<file path="src/rtl/pipeline_ctrl_pkg.sv">
// pipeline_ctrl_pkg
// Shared definitions for the pipeline hazard controller: FSM state encoding,
// the hard-wired zero register index and the memory-wait counter width.
package pipeline_ctrl_pkg;

    typedef enum logic [1:0] {
        RUN      = 2'd0,
        MEM_WAIT = 2'd1,
        HALT     = 2'd2
    } ctrl_state_e;

    localparam logic [4:0]  ZERO_REG   = 5'd0;
    localparam int unsigned WAIT_CNT_W = 8;

endpackage

</file>
<file path="src/rtl/load_use_detector.sv">
// load_use_detector
// Combinational load-use comparator. Flags when the load in EX writes a
// register that the instruction in ID reads. Writes to the zero register
// never create a dependency. Shared with the forwarding unit.
//
// Ports:
//   in_ID_EX_MemRead  instruction in EX is a load
//   in_ID_EX_Rt       destination register of that load
//   in_IF_ID_Rs       rs field of the instruction in ID
//   in_IF_ID_Rt       rt field of the instruction in ID
//   out_LoadUse       load-use hazard present
module load_use_detector
    import pipeline_ctrl_pkg::*;
(
    input  logic       in_ID_EX_MemRead,
    input  logic [4:0] in_ID_EX_Rt,
    input  logic [4:0] in_IF_ID_Rs,
    input  logic [4:0] in_IF_ID_Rt,
    output logic       out_LoadUse
);

    logic w_rs_match;
    logic w_rt_match;

    assign w_rs_match  = (in_ID_EX_Rt == in_IF_ID_Rs);
    assign w_rt_match  = (in_ID_EX_Rt == in_IF_ID_Rt);
    assign out_LoadUse = in_ID_EX_MemRead && (in_ID_EX_Rt != ZERO_REG) &&
                         (w_rs_match || w_rt_match);

endmodule

</file>
<file path="src/rtl/pipeline_hazard_controller.sv">
// pipeline_hazard_controller
// Central stall/flush sequencer for the 5-stage pipeline. Each cycle decides
// whether the PC, IF/ID, ID/EX, EX/MEM and MEM/WB registers capture, hold or
// take a bubble. Handles load-use hazards, taken branches/jumps and
// multi-cycle data-memory accesses, with a watchdog that halts the pipeline
// when a memory access never completes. State advances on the falling edge,
// in step with the pipeline registers; control outputs are combinational.
//
// Optional feature macro: HAZARD_STATS_EN adds saturating stall/flush counters.
//
// Ports:
//   clk                pipeline clock (falling-edge state update)
//   reset              asynchronous active-low reset
//   in_IF_ID_Rs/Rt     source fields of the instruction in ID
//   in_ID_EX_MemRead   instruction in EX is a load
//   in_ID_EX_Rt        destination of the load in EX
//   in_Jump            jump decoded in ID
//   in_BranchTaken     branch resolved taken in EX
//   in_MemAccess       load/store in MEM
//   in_MemReady        data memory completes the access this cycle
//   out_PCWrite        PC capture enable
//   out_IF_ID_Write    IF/ID capture enable
//   out_IF_ID_Flush    IF/ID loads a NOP
//   out_ID_EX_Flush    ID/EX control bits cleared
//   out_EX_MEM_Write   EX/MEM capture enable
//   out_MEM_WB_Bubble  MEM/WB loads RegWrite=0
//   out_MemTimeout     sticky watchdog flag
//   out_StallCount     cycles with PCWrite=0 (HAZARD_STATS_EN only)
//   out_FlushCount     cycles with IF_ID_Flush=1 (HAZARD_STATS_EN only)
module pipeline_hazard_controller
    import pipeline_ctrl_pkg::*;
#(
    parameter int unsigned MEM_WAIT_MAX = 15
) (
    input  logic        clk,
    input  logic        reset,
    input  logic [4:0]  in_IF_ID_Rs,
    input  logic [4:0]  in_IF_ID_Rt,
    input  logic        in_ID_EX_MemRead,
    input  logic [4:0]  in_ID_EX_Rt,
    input  logic        in_Jump,
    input  logic        in_BranchTaken,
    input  logic        in_MemAccess,
    input  logic        in_MemReady,
    output logic        out_PCWrite,
    output logic        out_IF_ID_Write,
    output logic        out_IF_ID_Flush,
    output logic        out_ID_EX_Flush,
    output logic        out_EX_MEM_Write,
    output logic        out_MEM_WB_Bubble,
    output logic        out_MemTimeout
`ifdef HAZARD_STATS_EN
    ,
    output logic [31:0] out_StallCount,
    output logic [31:0] out_FlushCount
`endif
);

    ctrl_state_e           r_state;
    logic [WAIT_CNT_W-1:0] r_wait_cnt;
    logic                  w_load_use;
    logic                  w_mem_stall;

    load_use_detector u_load_use_detector (
        .in_ID_EX_MemRead (in_ID_EX_MemRead),
        .in_ID_EX_Rt      (in_ID_EX_Rt),
        .in_IF_ID_Rs      (in_IF_ID_Rs),
        .in_IF_ID_Rt      (in_IF_ID_Rt),
        .out_LoadUse      (w_load_use)
    );

    assign w_mem_stall = in_MemAccess && !in_MemReady;

    always_ff @(negedge clk or negedge reset) begin
        if (!reset) begin
            r_state    <= RUN;
            r_wait_cnt <= '0;
        end else begin
            unique case (r_state)
                RUN: begin
                    if (w_mem_stall) begin
                        r_state    <= MEM_WAIT;
                        r_wait_cnt <= WAIT_CNT_W'(1);
                    end
                end
                MEM_WAIT: begin
                    if (!w_mem_stall) begin
                        r_state    <= RUN;
                        r_wait_cnt <= '0;
                    end else if (r_wait_cnt == WAIT_CNT_W'(MEM_WAIT_MAX)) begin
                        r_state <= HALT;
                    end else begin
                        r_wait_cnt <= r_wait_cnt + WAIT_CNT_W'(1);
                    end
                end
                HALT: begin
                    r_state <= HALT;
                end
                default: begin
                    r_state    <= RUN;
                    r_wait_cnt <= '0;
                end
            endcase
        end
    end

    // Priority decode. Reset is folded in so outputs take their reset values
    // while reset is low regardless of the other inputs.
    always_comb begin
        out_PCWrite       = 1'b1;
        out_IF_ID_Write   = 1'b1;
        out_IF_ID_Flush   = 1'b0;
        out_ID_EX_Flush   = 1'b0;
        out_EX_MEM_Write  = 1'b1;
        out_MEM_WB_Bubble = 1'b0;
        out_MemTimeout    = 1'b0;
        if (!reset) begin
            // keep defaults
        end else if (r_state == HALT) begin
            out_PCWrite       = 1'b0;
            out_IF_ID_Write   = 1'b0;
            out_EX_MEM_Write  = 1'b0;
            out_MEM_WB_Bubble = 1'b1;
            out_MemTimeout    = 1'b1;
        end else if (w_mem_stall) begin
            // ID/EX holds through its own stall path, so no flush here.
            out_PCWrite       = 1'b0;
            out_IF_ID_Write   = 1'b0;
            out_EX_MEM_Write  = 1'b0;
            out_MEM_WB_Bubble = 1'b1;
        end else if (in_BranchTaken) begin
            out_IF_ID_Flush = 1'b1;
            out_ID_EX_Flush = 1'b1;
        end else if (w_load_use) begin
            out_PCWrite     = 1'b0;
            out_IF_ID_Write = 1'b0;
            out_ID_EX_Flush = 1'b1;
        end else if (in_Jump) begin
            out_IF_ID_Flush = 1'b1;
        end
    end

`ifdef HAZARD_STATS_EN
    logic [31:0] r_stall_cnt;
    logic [31:0] r_flush_cnt;

    always_ff @(negedge clk or negedge reset) begin
        if (!reset) begin
            r_stall_cnt <= '0;
            r_flush_cnt <= '0;
        end else begin
            if (!out_PCWrite && (r_stall_cnt != 32'hFFFF_FFFF)) begin
                r_stall_cnt <= r_stall_cnt + 32'd1;
            end
            if (out_IF_ID_Flush && (r_flush_cnt != 32'hFFFF_FFFF)) begin
                r_flush_cnt <= r_flush_cnt + 32'd1;
            end
        end
    end

    assign out_StallCount = r_stall_cnt;
    assign out_FlushCount = r_flush_cnt;
`endif

endmodule

</file>
<file path="config.mk">
export PLATFORM = sky130hd
export DESIGN_NAME = pipeline_hazard_controller
export DESIGN_NICKNAME = d
export VERILOG_FILES = /design/src/rtl/pipeline_ctrl_pkg.sv /design/src/rtl/load_use_detector.sv /design/src/rtl/pipeline_hazard_controller.sv
export SDC_FILE = /design/constraint.sdc
export NUM_CORES = 1
export LEC_CHECK = 0
export CORE_ASPECT_RATIO = 0.8
export CORE_MARGIN = 2
export CORE_UTILIZATION = 30
export DETAILED_ROUTE_END_ITERATION = 10
export GPL_ROUTABILITY_DRIVEN = 0
export HOLD_SLACK_MARGIN = 0.15
export PLACE_DENSITY = 0.64
export SYNTH_ARGS = -nofsm -noshare
export SYNTH_HDL_FRONTEND = slang
export SYNTH_HIERARCHICAL = 1
export SYNTH_SLANG_ARGS = --single-unit
</file>
<file path="constraint.sdc">
create_clock -name clk -period 2.6 [get_ports clk]
set_input_delay 0.52 -clock clk [delete_from_list [all_inputs] [get_ports clk]]
set_output_delay 0.52 -clock clk [all_outputs]
set_load 0.03 [all_outputs]
</file>
==> run_1/layers.png <==
Scale: 8 px per µm.
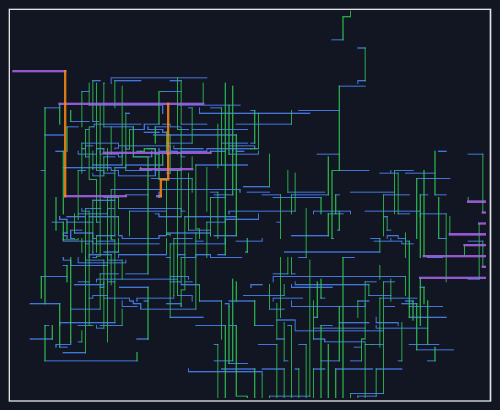
- orange: M4 (wire length 28.1 µm)
- green: M2 (wire length 1,010 µm)
- blue: M1 (wire length 865 µm)
- purple: M3 (wire length 77.7 µm)
per-cell routed wire length: 11.6 µm
GRT Util Overall: 0.157
total wire length: 1980 µm
via count: 807

==> run_1/floorplan.png <==
Scale: 6 px per µm. Pins as bars on the die edge.
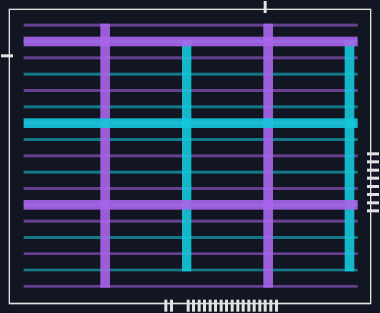
- cyan: VDD
- purple: VSS
- signal pins: 29
- met1 rails: 17
- met4 straps: 4
- met5 straps: 3
- rows: 16
worst vdd ir: 0.000302 V
CORE AREA: 2420 µm²
die width: 60.0 µm

==> deck_impl_summary.md, run 1 <==
Key Metrics from the Run

Setup path
  • Worst-path cell chain: nand2b_4, o21ai_4, or2_4, nor2_4, buf_6
  • Crit Path Max Fanout: 2
  • Worst path bufs/invs: 1

STA
  • Fin worst setup slack: -0.570 ns
  • Slew @ Worst Pin: ~0.30 ns
  • Min Hold Slack: between 0.5 and 0.6 ns
  • Final setup vio count: 7

Pwr
  • Leak: around 0.58 nW
  • Power per cell area: ~340 nW/µm²

Status
  • Failing checks: negative setup slack
  • Status: finished, violations left

Yosys
  • Mapped cell area: 752 µm²
  • Register share after synthesis: 0.333
  • Post-synth regs: 10
  • Top FF cell, synth: dfrtn_1
  • Avg Cell Area, Syn: approximately 8.4 µm²
  • Top-area cell type share of the netlist area: 0.333
  • Synth top cells by count: 10 x dfrtn_1, 10 x nor2_1, 8 x xor2_1

Routing
  • DR WL met3: 77 µm
  • Met2 Wirelength: around 1000 µm
  • Drt first pass iters: 4

Run
  • Tool warning count: 29

Clock network
  • Clk pin slew, worst setup/hold paths: approximately 0.050 ns
  • Clk sinks: 10
  • Max Root-Sink Buffers: 2

GRT
  • Vias in the first global route: between 800 and 900
  • Final global-route overflow total: 0

Cells and area
  • Synthesis-to-layout area growth: 73.2%
  • Fin nets: approximately 160

Floorplanning
  • FP Core Util: 0.310
  • Die area: just under 3000 µm²
==> run_1/clock_wires.png <==
Scale: 4 px per µm.
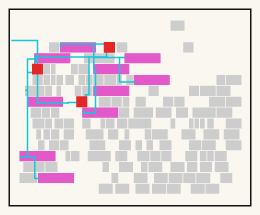
- red: clock-net drivers (count 3)
- magenta: flip-flops (count 10)
- cyan: clock wires (length 161 µm)
- routed clock nets: 4
Final Skew: 0.00661 ns
Clk pwr share: 0.323
clock latency on the worst-skew pair: 0.28 ns
Clock Power: 0.000143 W

==> run 1: layout by cell type, fill, tap and decap left out, types with 2 or more instances in the layout <==
master and instances:
a21oi_1 4, xor2_1 8, clkbuf_4 3, buf_2 2, o21ai_4 2, clkdlybuf4s50_1 19
o21ai_1 3, dfrtn_1 10, inv_1 4, xnor2_1 4, nand2_2 2, nor2_1 6
and3_1 2, nor3_1 2, a31oi_1 2, o21ai_0 5, nor2_4 3, buf_6 7
nand2_1 2, nand3_1 6, buf_4 17
==> run 1: metrics by stage <==
stage	area, µm²	worst slack, ns
after floorplan	818	-0.380
after global placement	1190	-0.602
after detailed placement	1190	-0.622
after CTS	1300	-0.565
after global routing	1300	-0.625
final	1300	-0.570
==> run 1: per-layer routing <==
metal	vias up	GRT usage
li1	408	-
met1	378	0.193
met2	17	0.266
met3	4	0.0398
met4	0	0.0444
met5	-	0
==> run 1: report_power, final <==
part	leakage, nW	switching [W]	internal [W]
clock	0.0210	0.0000576	0.0000852
sequential	0.136	0.00000466	0.000161
combinational	0.418	0.0000567	0.0000760
==> run 1: sequential cells by signal, summed over array words and instances, names as in the netlist <==
signal / flops
r_wait_cnt: 8
r_state: 2
==> run 1: path summary, 6_finish.rpt <==
path                                      startpoint                        end  slack [ns]  cells after the start
setup / recovery              r_state[0]$_DFFE_NN0P_            out_ID_EX_Flush       -0.57                      5
hold / removal             r_wait_cnt[2]$_DFFE_NN0P_  r_wait_cnt[2]$_DFFE_NN0P_        0.51                      1
setup reg to reg           r_wait_cnt[1]$_DFFE_NN0P_  r_wait_cnt[1]$_DFFE_NN0P_        0.80                      5
hold reg to reg            r_wait_cnt[2]$_DFFE_NN0P_  r_wait_cnt[2]$_DFFE_NN0P_        0.51                      1
max in group asynchronous                      reset  r_wait_cnt[0]$_DFFE_NN0P_        0.68                      2
min in group asynchronous                      reset     r_state[1]$_DFFE_NN0P_        1.73                      2
==> run 1: area by class of cell <==
cell class / instances / area (µm²)
clock buffer: 4 / 36.3
fill: 229 / 1120
inverter: 5 / 21.3
multi-input combinational: 71 / 543
sequential: 10 / 250
tap: 36 / 45.0
timing repair buffer: 45 / 407
==> run 1: kinds of logic after synthesis <==
kind of cell               share of synthesized area
AOI/OAI and AO/OA                              0.171
xor gates and xnor gates                       0.140
adders and majority gates                     0.0166
buffers and inverters                         0.0516
DFF                                            0.333
muxes                                         0.0200
and+or+nand+nor                                0.268
==> run 1: worst reg2reg max path: stages, from the launching register on <==
cell and delay [ns]:
dfrtn_1 0.47, ha_1 0.21, and3_1 0.31, nand2_2 0.14, mux2_4 0.31, a31o_1 0.21
==> run 1: what timing repair did <==
action                                  4_1_cts  5_1_grt
cloned                                        0        0
gates resized                                20        3
setup buffers                                 3        3
endpoints found under the setup margin       17       10
pin swaps                                     2        3
==> run_1/clock_nets.png <==
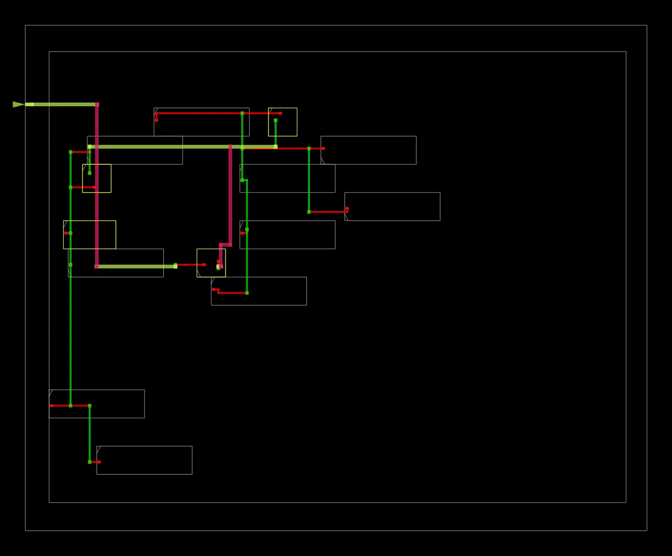

## Run 2: what changed since run 1
--- a/config.mk
+++ b/config.mk
@@ -7,11 +7,11 @@
 export LEC_CHECK = 0
 export CORE_ASPECT_RATIO = 0.8
 export CORE_MARGIN = 2
-export CORE_UTILIZATION = 30
+export CORE_UTILIZATION = 46
 export DETAILED_ROUTE_END_ITERATION = 10
 export GPL_ROUTABILITY_DRIVEN = 0
 export HOLD_SLACK_MARGIN = 0.15
-export PLACE_DENSITY = 0.64
+export PLACE_DENSITY = 0.89
 export SYNTH_ARGS = -nofsm -noshare
 export SYNTH_HDL_FRONTEND = slang
 export SYNTH_HIERARCHICAL = 1
==> run_2/clock_nets.png <==
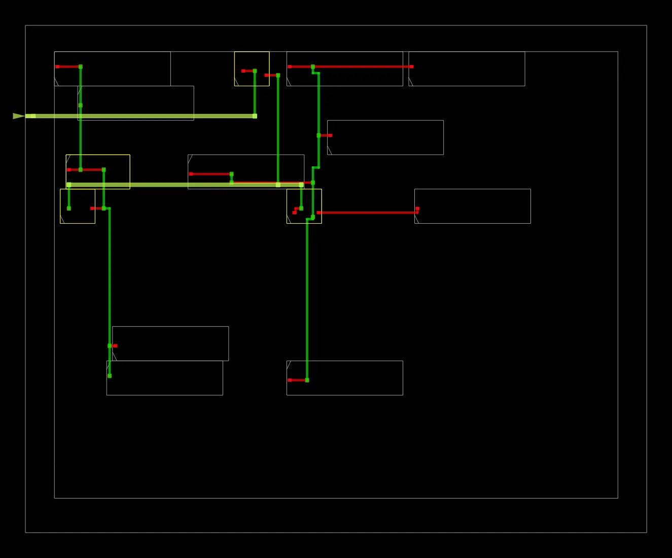
TritonCTS buffer count: 3
Final Skew: 0.00728 ns
clkbuf count: 4
clk sinks: 10

==> run_2/clock_wires.png <==
Scale: 6 px per µm.
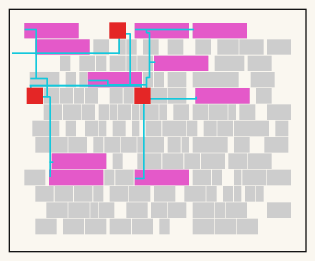
Clk pwr share: 0.321
Clock Power: 0.000141 W

==> run 2 against run 1 <==
  * The run still ends with negative setup slack left
  * Die size fell by 32%
  * First-iteration DRC count rose by 46%
  * Power fell by 0.20%
  * Largest cell class unchanged
==> deck_impl_summary.md, run 2 <==
Key Metrics from the Run

Status
  • Status: finished, violations left
  • Failing checks: negative setup slack

Clock network
  • Clk pin slew, worst setup/hold paths: 0.05 ns
  • Max Root-Sink Buffers: 2
  • Hold_buf cts: 0
  • H-tree depth: 1
  • Clock latency on the worst-skew pair: about 0.28 ns

Yosys
  • Mapped cell area: 752 µm²
  • Avg Cell Area, Syn: about 8.4 µm²
  • Post-synth regs: 10
  • Synth top cells by count: 10 x dfrtn_1, 10 x nor2_1, 8 x xor2_1
  • Syn Inst Count: ~90
  • Register share after synthesis: 0.333
  • Top FF cell, synth: dfrtn_1
  • Top-area cell type share of the netlist area: 0.333

Routing
  • Via count: slightly above 800
  • Total wire length: between 2000 and 2500 µm

Pwr
  • Pint: about 0.00032 W
  • Power per cell area: between 300 and 400 nW/µm²
  • Sw power: roughly 0.00012 W
  • Leak: 0.567 nW
  • Reg power frac: 0.377
  • Sw Share: 0.270
  • Worst vdd ir: roughly 0.00046 V
  • Logic pwr share: 0.303

Setup path
  • Critical R2R Launch: r_wait_cnt[1]$_DFFE_NN0P_
  • Critical Path Source: r_state[0]$_DFFE_NN0P_
  • Crit Path Max Fanout: 2

Cells and area
  • Fin nets: ~160
  • Final Cell Area: between 1000 and 1500 µm²
  • Most common logic cells in the final layout: 19 x clkdlybuf4s50_1, 15 x buf_4, 10 x dfrtn_1
  • Most flop-heavy register: r_wait_cnt
  • Largest register FFs: 8
  • Synthesis-to-layout area growth: 68.7%
  • Most numerous logic cell after layout: clkdlybuf4s50_1

Floorplanning
  • Die width: 49.2 µm
  • CORE AREA: ~1600 µm²
  • FP Core Util: 0.477

Place
  • Cell area after placement: ~1200 µm²
  • Post-Place Worst Slack: -0.646 ns
  • Post-detail-place hpwl: between 1500 and 2000 µm

GRT
  • GRT Util Overall: 0.245
  • Final global-route overflow total: 0
  • Vias in the first global route: 766

STA
  • Fin worst setup slack: -0.601 ns
  • Final setup vio count: 7
  • Slew @ Worst Pin: approximately 0.34 ns

Min path
  • Min-Delay Startpoint: r_wait_cnt[2]$_DFFE_NN0P_

Run
  • Tool warning count: 29
run 2: layer usage:
layer / up-vias / track usage / part of all wire
met2: 30 / 0.480 / 0.53
met3: 2 / 0.0597 / 0.048
met5: - / 0 / 0
met1: 383 / 0.277 / 0.41
met4: 0 / 0.0643 / 0.0069
li1: 406 / - / -
run 2: final timing paths:
kind,to,slack (ns),depth (start not counted)
setup / recovery,out_IF_ID_Flush,-0.60,5
hold / removal,r_wait_cnt[2]$_DFFE_NN0P_,0.52,1
setup reg to reg,r_wait_cnt[1]$_DFFE_NN0P_,0.80,5
hold reg to reg,r_wait_cnt[2]$_DFFE_NN0P_,0.52,1
max in group asynchronous,r_wait_cnt[0]$_DFFE_NN0P_,0.53,2
min in group asynchronous,r_wait_cnt[7]$_DFFE_NN0P_,1.65,1
run 2: worst max-delay path, cell delays in order, from the launching register on:
cell and delay, ns:
dfrtn_1 0.42, nand2b_4 0.14, o21ai_4 0.05, or2_4 0.25, nor2_4 0.10, buf_6 0.13
run 2: logic make-up (layout without fill, tap and decap cells):
| family | Yosys count | count (layout) | synth area share |
|---|---|---|---|
| adders and majority gates | 1 | 1 | 0.0166 |
| buffers and inverters | 9 | 53 | 0.0516 |
| xor gates and xnor gates | 12 | 12 | 0.140 |
| AOI/OAI and AO/OA | 22 | 22 | 0.171 |
| muxes | 1 | 1 | 0.0200 |
| DFF | 10 | 10 | 0.333 |
| and+or+nand+nor | 35 | 35 | 0.268 |
run 2: stage by stage:
stage	hold slack (ns)	cells	power (W)	setup TNS, ns
after floorplan	0.471	90	0.000228	-2.35
after global placement	0.491	149	0.000289	-6.42
after detailed placement	0.519	149	0.000293	-6.85
after CTS	0.519	156	0.000443	-3.73
after global routing	0.548	156	0.000465	-4.12
final	0.519	156	0.000441	-3.78
run 2: layout make-up:
type                       count  area (µm²)
fill                         107         309
timing repair buffer          44         403
sequential                    10         250
clock buffer                   4        36.3
tap                           22        27.5
inverter                       5        21.3
multi-input combinational     71         531
run 2: what timing repair did:
| item | in CTS | in global routing |
|---|---|---|
| buffers inserted | 3 | 0 |
| resized | 19 | 2 |
| pin swaps | 3 | 3 |
| endpoints found under the setup margin | 17 | 13 |
run 2: power by group through the flow:
| stage | logic (W) | clock network [W] | registers, W |
|---|---|---|---|
| after floorplan | 0.0000610 | 0 | 0.000167 |
| after global placement | 0.000121 | 0 | 0.000168 |
| after detailed placement | 0.000124 | 0 | 0.000169 |
| after CTS | 0.000133 | 0.000144 | 0.000166 |
| after global routing | 0.000143 | 0.000155 | 0.000167 |
| final | 0.000133 | 0.000141 | 0.000166 |
## Run 3: what changed since run 2
--- a/config.mk
+++ b/config.mk
@@ -9,7 +9,6 @@
 export CORE_MARGIN = 2
 export CORE_UTILIZATION = 46
 export DETAILED_ROUTE_END_ITERATION = 10
-export GPL_ROUTABILITY_DRIVEN = 0
 export HOLD_SLACK_MARGIN = 0.15
 export PLACE_DENSITY = 0.89
 export SYNTH_ARGS = -nofsm -noshare
==> run_3/clock_wires.png <==
Scale: 6 px per µm.
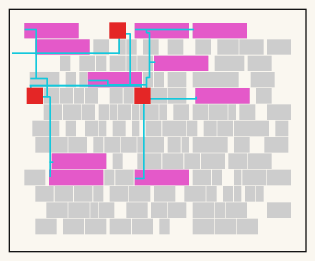
- cyan: clock wires (length 142 µm)
- magenta: flip-flops (count 10)
- red: clock-net drivers (count 3)
- routed clock nets: 4

==> run_3/clock_nets.png <==
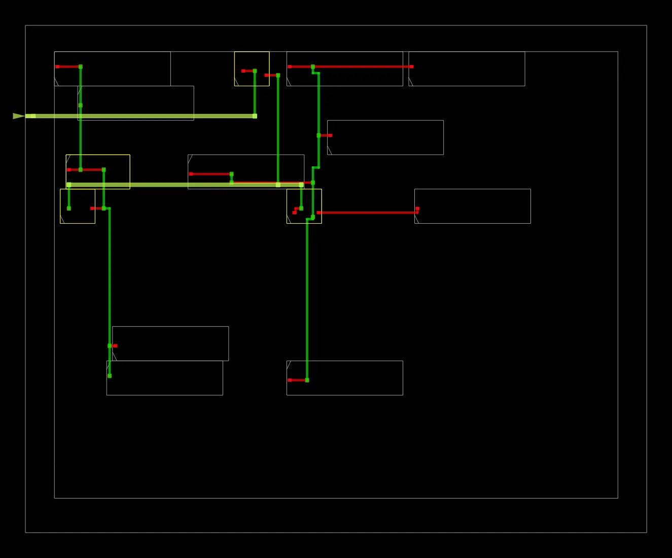
flop count: 10

==> run 3 against run 2 <==
  * The flow still finishes with violations (negative setup slack)
  * Clock skew is the same
  * Area after synthesis is the same
  * Largest cell class unchanged
  * Hold slack is the same
  * Register-to-register slack is essentially flat
  * Global-route usage is the same
  * Via count is the same
  * Final cell count is the same
  * Die size is the same
  * Combinational power is essentially flat
==> deck_impl_summary.md, run 3 <==
Key Metrics from the Run

Yosys
  • Synth top cells by count: 10 x dfrtn_1, 10 x nor2_1, 8 x xor2_1
  • Syn Inst Count: about 90
  • Post-synth regs: 10
  • Top FF cell, synth: dfrtn_1
  • Mapped cell area: around 750 µm²

Floorplanning
  • Die area: just under 2000 µm²
  • CORE AREA: around 1600 µm²

Pwr
  • Leak: approximately 0.57 nW
  • Worst vdd ir: between 0.0004 and 0.0005 V

STA
  • Fin worst setup slack: -0.601 ns
  • Final setup vio count: 7

Cells and area
  • Final Cell Area: approximately 1300 µm²
  • Most common logic cells in the final layout: 19 x clkdlybuf4s50_1, 15 x buf_4, 10 x dfrtn_1
  • Comb area: between 500 and 600 µm²
  • Fillers: 107
  • Most flop-heavy register: r_wait_cnt
  • Most numerous logic cell after layout: clkdlybuf4s50_1

Run
  • Tool warning count: 29

GRT
  • Final global-route overflow total: 0
  • Vias in the first global route: 766
  • GRT Util Overall: 0.245

Setup path
  • Critical R2R Launch: r_wait_cnt[1]$_DFFE_NN0P_
  • Critical Path Source: r_state[0]$_DFFE_NN0P_

Status
  • Failing checks: negative setup slack
  • Status: finished, violations left

Routing
  • Via count: 821
  • Met1 wire length: roughly 900 µm

Clock network
  • Clock latency on the worst-skew pair: roughly 0.28 ns
  • Clk pin slew, worst setup/hold paths: approximately 0.050 ns
  • TritonCTS buffer count: 3
  • Max Root-Sink Buffers: 2

Place
  • Post-detail-place hpwl: between 1500 and 2000 µm
  • Post-Place Worst Slack: -0.646 ns
## run 3: cell type report
type                    count  area share
multi-input cells          71       0.418
repair buffers             44       0.318
flip-flops and latches     10       0.197
clock buffers               4      0.0286
well taps                  22      0.0217
inverters                   5      0.0168
## run 3: final timing paths
check / end / cells past startpoint
worst min register to register: r_wait_cnt[2]$_DFFE_NN0P_ / 1
worst min-delay path: r_wait_cnt[2]$_DFFE_NN0P_ / 1
worst max register to register: r_wait_cnt[1]$_DFFE_NN0P_ / 5
worst max-delay path: out_IF_ID_Flush / 5
min in group asynchronous: r_wait_cnt[7]$_DFFE_NN0P_ / 1
max in group asynchronous: r_wait_cnt[0]$_DFFE_NN0P_ / 2
## run 3: kinds of logic after synthesis
kind of cell,Yosys count,synth area share
xor gates and xnor gates,12,0.140
and+or+nand+nor,35,0.268
AOI/OAI and AO/OA,22,0.171
adders and majority gates,1,0.0166
muxes,1,0.0200
DFF,10,0.333
buffers and inverters,9,0.0516
## run 3: metal layers
metal | vias to the layer above | track usage
li1 | 406 | -
met1 | 383 | 0.277
met2 | 30 | 0.480
met3 | 2 | 0.0597
met4 | 0 | 0.0643
met5 | - | 0
## run 3: through the flow
stage	total power [W]	hold slack, ns
after global placement	0.000289	0.491
final	0.000441	0.519
after floorplan	0.000228	0.471
after global routing	0.000465	0.548
after detailed placement	0.000293	0.519
after CTS	0.000443	0.519
## run 3: power by group
group | switching, W | internal (W) | leakage, nW
Clock | 0.0000561 | 0.0000851 | 0.0210
Combinational | 0.0000579 | 0.0000753 | 0.410
Sequential | 0.00000472 | 0.000161 | 0.136
Total | 0.000119 | 0.000322 | 0.567
## run 3: timing repair
item,4_1_cts,5_1_grt
buffers inserted,3,0
endpoints found under the hold margin,0,0
hold buffers,0,0
setup endpoints to repair,17,13
resized,19,2
pin swaps,3,3
## run 3: critical path, cell delays in order, from the launching register on
cell and delay (ns):
dfrtn_1 0.42, nand2b_4 0.14, o21ai_4 0.05, or2_4 0.25
nor2_4 0.10, buf_6 0.13

==> layout pictures side by side <==
Gate families picked out.
Plate I
Scale: 6 px per µm.
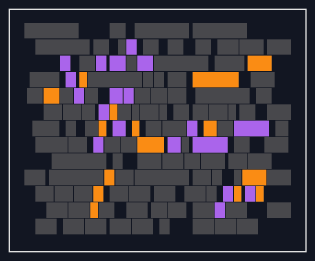
Plate II
Scale: 4 px per µm.
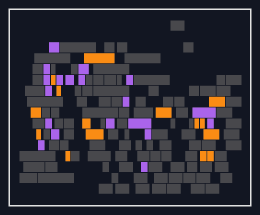
| picture | from |
|---|---|
| Plate II | run 1 |
| Plate I | run 3 |
Of these, largest die: Plate II

No activity file was given, so power comes from the tool's default toggle rates.
